--- src/rtl/siso_left_feeder.sv ---
// Feeder for a serial-in/serial-out left shifter. Buffers upstream words in a
// small FIFO and emits one word per permitted shift, as a registered
// LSHIFT strobe with OUT_DATA. With SISO_FEED_FLUSH_EN defined, a FLUSH
// request drains the shifter by issuing SISO_WIDTH shifts of the PAD word
// once the FIFO has emptied.
module siso_left_feeder #(
  parameter int unsigned          BUS_WIDTH  = 8,
  parameter int unsigned          SISO_WIDTH = 4,
  parameter int unsigned          FIFO_DEPTH = 4,
  parameter logic [BUS_WIDTH-1:0] PAD        = '0
) (
  input  logic                            CLK,
  input  logic                            RST,
  input  logic                            S_VALID,
  output logic                            S_READY,
  input  logic [BUS_WIDTH-1:0]            S_DATA,
  input  logic                            SHIFT_EN,
  input  logic                            FLUSH,
  output logic                            LSHIFT,
  output logic [BUS_WIDTH-1:0]            OUT_DATA,
  output logic                            BUSY,
  output logic [$clog2(FIFO_DEPTH):0]     COUNT
);

  localparam int unsigned     AW        = $clog2(FIFO_DEPTH);
  localparam int unsigned     CW        = AW + 1;
  localparam logic [CW-1:0]   FullCount = CW'(FIFO_DEPTH);

  typedef enum logic [1:0] {StIdle, StFeed, StFlush} state_e;

  state_e                 state_q, state_d;
  logic [CW-1:0]          count_q, count_d;
  logic [AW-1:0]          wr_ptr_q, wr_ptr_d;
  logic [AW-1:0]          rd_ptr_q, rd_ptr_d;
  logic [BUS_WIDTH-1:0]   mem_q [FIFO_DEPTH];
  logic [BUS_WIDTH-1:0]   mem_d [FIFO_DEPTH];
  logic                   lshift_q, lshift_d;
  logic [BUS_WIDTH-1:0]   out_data_q, out_data_d;
  logic                   push, pop;

`ifdef SISO_FEED_FLUSH_EN
  localparam int unsigned PW = $clog2(SISO_WIDTH + 1);
  logic                   flush_pend_q, flush_pend_d;
  logic [PW-1:0]          pad_cnt_q, pad_cnt_d;

  assign S_READY = (count_q != FullCount) && (state_q != StFlush);
`else
  logic unused_cfg;
  assign unused_cfg = FLUSH ^ (^PAD) ^ (SISO_WIDTH != 0);

  assign S_READY = (count_q != FullCount);
`endif

  assign push     = S_VALID && S_READY;
  assign pop      = SHIFT_EN && (count_q != '0) && (state_q != StFlush);
  assign LSHIFT   = lshift_q;
  assign OUT_DATA = out_data_q;
  assign COUNT    = count_q;
  assign BUSY     = (count_q != '0) || (state_q != StIdle);

  // Next-state: FIFO push/pop, output strobe, feed/flush sequencing.
  always_comb begin
    state_d    = state_q;
    count_d    = count_q;
    wr_ptr_d   = wr_ptr_q;
    rd_ptr_d   = rd_ptr_q;
    mem_d      = mem_q;
    lshift_d   = 1'b0;
    out_data_d = out_data_q;
`ifdef SISO_FEED_FLUSH_EN
    flush_pend_d = flush_pend_q;
    pad_cnt_d    = pad_cnt_q;
`endif

    if (push) begin
      mem_d[wr_ptr_q] = S_DATA;
      wr_ptr_d        = wr_ptr_q + AW'(1);
    end
    if (pop) begin
      out_data_d = mem_q[rd_ptr_q];
      lshift_d   = 1'b1;
      rd_ptr_d   = rd_ptr_q + AW'(1);
    end
    unique case ({push, pop})
      2'b10:   count_d = count_q + CW'(1);
      2'b01:   count_d = count_q - CW'(1);
      default: count_d = count_q;
    endcase

`ifdef SISO_FEED_FLUSH_EN
    if (state_q == StFlush) begin
      if (SHIFT_EN) begin
        out_data_d = PAD;
        lshift_d   = 1'b1;
        pad_cnt_d  = pad_cnt_q - PW'(1);
        if (pad_cnt_q <= PW'(1)) begin
          state_d      = StIdle;
          flush_pend_d = 1'b0;
        end
      end
    end else begin
      // A flush waits behind any buffered words, including one pushed now.
      flush_pend_d = flush_pend_q | FLUSH;
      if (flush_pend_d && (count_d == '0)) begin
        state_d   = StFlush;
        pad_cnt_d = PW'(SISO_WIDTH);
      end else begin
        state_d = (count_d != '0) ? StFeed : StIdle;
      end
    end
`else
    state_d = (count_d != '0) ? StFeed : StIdle;
`endif
  end

  // Control and output registers, cleared asynchronously.
  always_ff @(posedge CLK or posedge RST) begin
    if (RST) begin
      state_q    <= StIdle;
      count_q    <= '0;
      wr_ptr_q   <= '0;
      rd_ptr_q   <= '0;
      lshift_q   <= 1'b0;
      out_data_q <= '0;
`ifdef SISO_FEED_FLUSH_EN
      flush_pend_q <= 1'b0;
      pad_cnt_q    <= '0;
`endif
    end else begin
      state_q    <= state_d;
      count_q    <= count_d;
      wr_ptr_q   <= wr_ptr_d;
      rd_ptr_q   <= rd_ptr_d;
      lshift_q   <= lshift_d;
      out_data_q <= out_data_d;
`ifdef SISO_FEED_FLUSH_EN
      flush_pend_q <= flush_pend_d;
      pad_cnt_q    <= pad_cnt_d;
`endif
    end
  end

  // FIFO storage; contents are don't-care once the pointers are reset.
  always_ff @(posedge CLK) begin
    mem_q <= mem_d;
  end

endmodule
--- config.mk ---
export PLATFORM = sky130hd
export DESIGN_NAME = siso_left_feeder
export DESIGN_NICKNAME = d
export VERILOG_FILES = /design/src/rtl/siso_left_feeder.sv
export SDC_FILE = /design/constraint.sdc
export NUM_CORES = 1
export LEC_CHECK = 0
export ABC_AREA = 1
export CORE_ASPECT_RATIO = 1.75
export CORE_MARGIN = 1.5
export CORE_UTILIZATION = 35
export CTS_CLUSTER_SIZE = 28
export DETAILED_ROUTE_END_ITERATION = 6
export SETUP_SLACK_MARGIN = 0.5
export SYNTH_ARGS = -nofsm -noshare
export SYNTH_HDL_FRONTEND = slang
export SYNTH_SLANG_ARGS = --single-unit
--- constraint.sdc ---
create_clock -name CLK -period 2.5 [get_ports CLK]
set_clock_uncertainty 0.05 [all_clocks]
set_input_delay 0.75 -clock CLK [delete_from_list [all_inputs] [get_ports CLK]]
set_output_delay 0.75 -clock CLK [all_outputs]
set_load 0.05 [all_outputs]
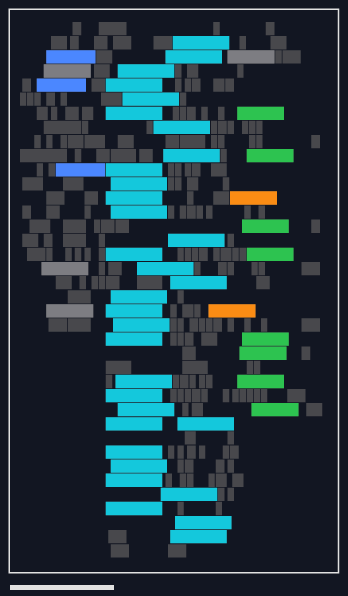
run_1/ff_map.png
The bar under the picture is 20 um long.
[orange] rd_ptr_q | placed flops: 2
[cyan] mem_q | placed flops: 32 | where: a column down the middle
[green] OUT_DATA | placed flops: 8 | where: east
[blue] COUNT | placed flops: 3
not colored: 4

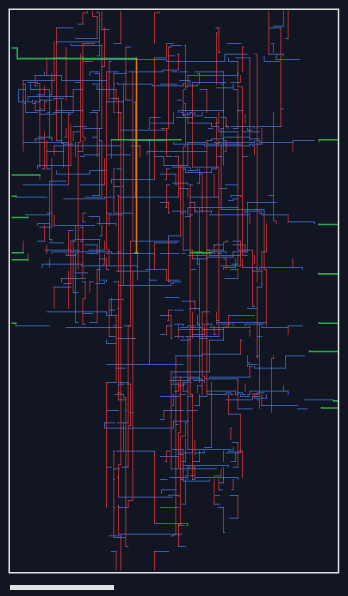
run_1/layers.png
The bar under the picture is 20 um long.
[red] M2 | wire length: 2,090 um
[blue] M1 | wire length: 1,400 um
[green] M3 | wire length: 81.2 um
[orange] M4 | wire length: 37.4 um

==> flow_summary.yaml, run 1 <==
# generated from flow reports
outcome:
  status: "finished, final reports clean"
final_timing:
  setup-tns-final_ps: 0
  fin_crit_sh: 0.833
  worst_pin_slew_ps: 713
  hold_viol_final: 0
  clock.fmax_mhz: 480
  period_minus_slack_ps: 2080
  rsz0062_at_grt: "true"
  whs_ps: 432
  setup_viol: 0
  fin_ws_ps: 418
clock_tree:
  cts-hold-fix-buffers: 0
  numClockSinks: 49
  cts_root_buffer: "clkbuf_8"
  cts-buffers-inserted: 5
  cts_tree: "yes"
  cts_max_level: 2
  clk_latency_ps: 290
  clk_path_buf_depth: 2
  post_cts_buffers: 3
  post_cts_resized: 28
setup_path:
  crit_family: "flip-flops"
  r2r_start: "COUNT[0]"
  cp_cell_sequence: "nor2_4 -> nand2_2 -> or2_4 -> buf_8"
  path_depth: 4
  path_buffers: 1
  reg2reg_slack_ps: 620
  r2r_cells: 11
  timing.rr.end: "state_q[0]"
  critPathKind: "register to output port"
  cp_max_fo: 2
  crit_path_start_kind: "register"
  setup.worst_path.start: "COUNT[0]"
  crit_slowest_cell: "dfrtp_2"
yosys:
  compound_area_frac: 0.00451
  ys.flops: 49
  largest_area_cell: "edfxtp_1"
  synth-simple-area-share: 0.204
  yosysWarnings: 0
  synth-adder-area-share: 0.0372
  synth_top_flop_cell: "edfxtp_1"
  syn-num-nets: 236
  yosysSeqAreaShare: 0.625
  area_leaders: "edfxtp_1, dfrtp_1, nand2_1"
  ys_top_cells_by_count: "nand2_1, inv_1, edfxtp_1"
  xor_area_frac: 0.0158
  async_reset_ff_frac: 0.347
  synth.area.mux_share: 0
  syn_area_per_cell_um2: 10.2
  ys_cells: 217
floorplan:
  dieArea_um2: 6840
  die_w_um: 63.2
  dieHeight_um: 108
  ios: 27
  core-area_um2: 6180
  well_tap_count: 80
placed_design:
  place_ws_ps: 22.8
  dp.cells: 325
  portBuffers: 25
power:
  power_sequential_mw: 1.29
  internal_power_mw: 1.82
  maxPowerGroup: "combinational cells"
  p_sw_frac: 0.430
  power_clock_mw: 0.437
  pwr-share-clk: 0.137
  p_seq_frac: 0.403
  combPwrFrac: 0.460
  power_density_nw_per_um2: 1190
  p_total_mw: 3.20
  pg_comb_mw: 1.47
global_routing:
  grt_pass1_vias: 1420
  met1_usage: 0.124
  antenna_found_initial: 0
  globalRouteMet2Util: 0.235
  grt_busiest_layer: "met2"
  overflow: 0
  grt_use_total: 0.122
  met3_usage: 0.0219
  grt_max_degree: 19
min_path:
  whs_path_depth: 2
  worstHoldStart: "OUT_DATA[4]"
route:
  dr_wl_met3_um: 81
  drc: 0
  detail_route.wirelength.met1_um: 1400
  vias_per_cell: 4.10
  firstDrtPassIters: 4
  routedWlPerCell_um: 10.7
  ant_nets: 0
  vias: 1387
  drtIter0Drc: 66
layout:
  antenna_cells: 0
  ff_count: 49
  regArea_um2: 1390
  largest-register: "mem_q"
  mostFrequentLayoutCell: "nand2_1"
  comb_area_um2: 617
  syn2layout_area_growth_pct: 21.5
  clkCellAreaFrac: 0.0311
  buffer_area_frac: 0.117
  fin_area_um2: 2700
  final_cell_count_no_fill: 338
  fillers: 628
  final_cell_mix: "nand2_1, inv_1, edfxtp_1"
  largest_reg_flops: 32
  n_all_buffers: 38
job:
  cap_viol_max_count: 0
  warnings: 33
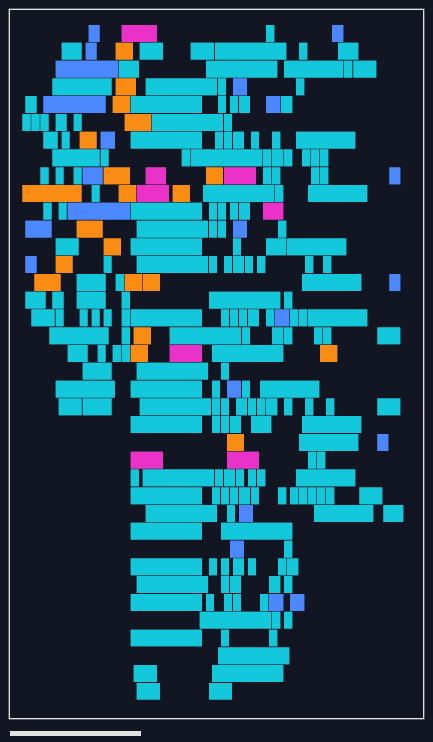
run_1/sizing.png
The bar under the picture is 20 um long.
[blue] x2 | cells: 22
[magenta] x6 and larger | cells: 8
[orange] x3 and x4 | cells: 20
[cyan] x1 and smaller | cells: 208

run_1/port_trees.png
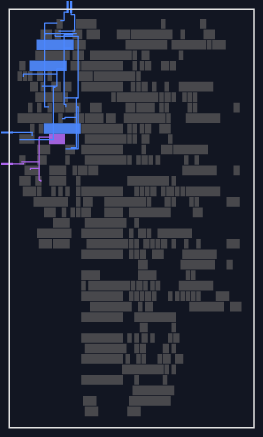

## Run 2: what changed since run 1
==> constraint.sdc (replaced) <==
create_clock -name CLK -period 2 [get_ports CLK]
set_clock_uncertainty 0.05 [all_clocks]
set_input_delay 0.6 -clock CLK [delete_from_list [all_inputs] [get_ports CLK]]
set_output_delay 0.6 -clock CLK [all_outputs]
set_load 0.05 [all_outputs]
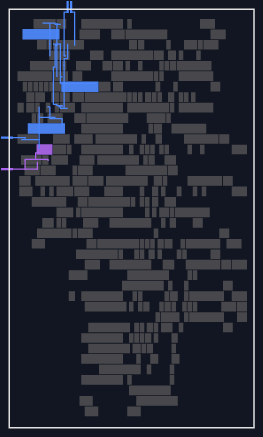
run_2/port_trees.png
[blue] COUNT | direction: output | end cells: 3 | buffers: 7 | wire: 144 um
[purple] S_READY | direction: output | end cells: 1 | buffers: 1 | wire: 20.2 um
num ports: 27
# port buffers: 25

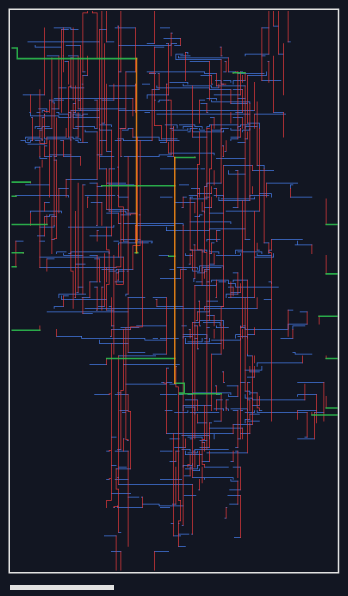
run_2/layers.png
The bar under the picture is 20 um long.
[red] M2 | wire length: 2,250 um
[orange] M4 | wire length: 80.9 um
[green] M3 | wire length: 109 um
[blue] M1 | wire length: 1,520 um
final wirelength: 3960 um
via count: 1,478
wire length per cell: 11.1 um
All-Layer GR Usage: 0.126

==> flow_summary.yaml, run 2 <==
# generated from flow reports
outcome:
  status: "finished, final reports clean"
final_timing:
  setup_viol: 0
  hold_viol_final: 0
  setup-tns-final_ps: 0
  rsz0062_at_grt: "true"
  fin_crit_sh: 0.975
  slew_headroom: 0.705
  worst_pin_slew_ps: 443
  period_minus_slack_ps: 1950
  clock.fmax_mhz: 513
  whs_ps: 468
  fin_ws_ps: 50.3
placed_design:
  dp.cells: 330
global_routing:
  antenna_found_initial: 0
  met3_usage: 0.0281
  grt_busiest_layer: "met2"
  met1_usage: 0.126
  grt_pass1_vias: 1414
  overflow: 0
setup_path:
  path_depth: 4
  setup.worst_path.start: "COUNT[0]"
  cp_cell_sequence: "nor2_4 -> nand2_2 -> or2_4 -> buf_8"
  timing.rr.end: "state_q[0]"
  cp_max_fo: 2
  crit_family: "flip-flops"
  reg2reg_slack_ps: 90
  r2r_start: "COUNT[0]"
  path_buffers: 1
  r2r_cells: 10
  crit_path_start_kind: "register"
power:
  combPwrFrac: 0.530
  pg_comb_mw: 2.43
  maxPowerGroup: "combinational cells"
  power_sequential_mw: 1.57
  power_density_nw_per_um2: 1540
  p_total_mw: 4.59
  power.leakage_nw: 1.42
  pwr-share-clk: 0.127
  p_seq_frac: 0.343
  internal_power_mw: 2.69
min_path:
  whs_path_depth: 2
  hp-class: "register to register"
clock_tree:
  post_cts_resized: 25
  cts_root_buffer: "clkbuf_8"
  clk_path_buf_depth: 2
  cts_max_level: 2
  cts_tree: "yes"
  cts-hold-fix-buffers: 0
  clk_latency_ps: 310
  numClockSinks: 49
yosys:
  yosysSeqAreaShare: 0.625
  synth-simple-area-share: 0.204
  synth-adder-area-share: 0.0372
  ys_cells: 217
  largest_area_cell: "edfxtp_1"
  ys_top_cells_by_count: "nand2_1, inv_1, edfxtp_1"
  syn-num-nets: 236
  xor_area_frac: 0.0158
  synth.area.mux_share: 0
  syn_area_per_cell_um2: 10.2
  ys.flops: 49
  async_reset_ff_frac: 0.347
  compound_area_frac: 0.00451
layout:
  syn2layout_area_growth_pct: 34.0
  largest-register: "mem_q"
  buffer_area_frac: 0.183
  regArea_um2: 1390
  comb_area_um2: 659
  largest_reg_flops: 32
  final_cell_count_no_fill: 356
  finalCoreUtilization: 0.481
  final_cell_mix: "nand2_1, inv_1, edfxtp_1"
  fin_area_um2: 2970
  clkCellAreaFrac: 0.0303
  ff_count: 49
  mostFrequentLayoutCell: "nand2_1"
  fillers: 585
  n_all_buffers: 56
route:
  firstDrtPassIters: 4
  vias_per_cell: 4.15
  drtIter0Drc: 51
  ant_nets: 0
  drc: 0
  detail_route.wirelength.met1_um: 1520
floorplan:
  dieArea_um2: 6840
  core-area_um2: 6180
  dieHeight_um: 108
  well_tap_count: 80
job:
  warnings: 33
  cap_viol_max_count: 0
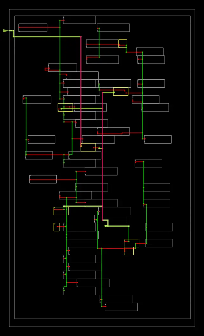
run_2/clock_nets.png
clkbuf count: 5
Clock Power: 0.584 mW
CTS Buf Count: 5

Power is estimated from default activity; no workload was simulated.
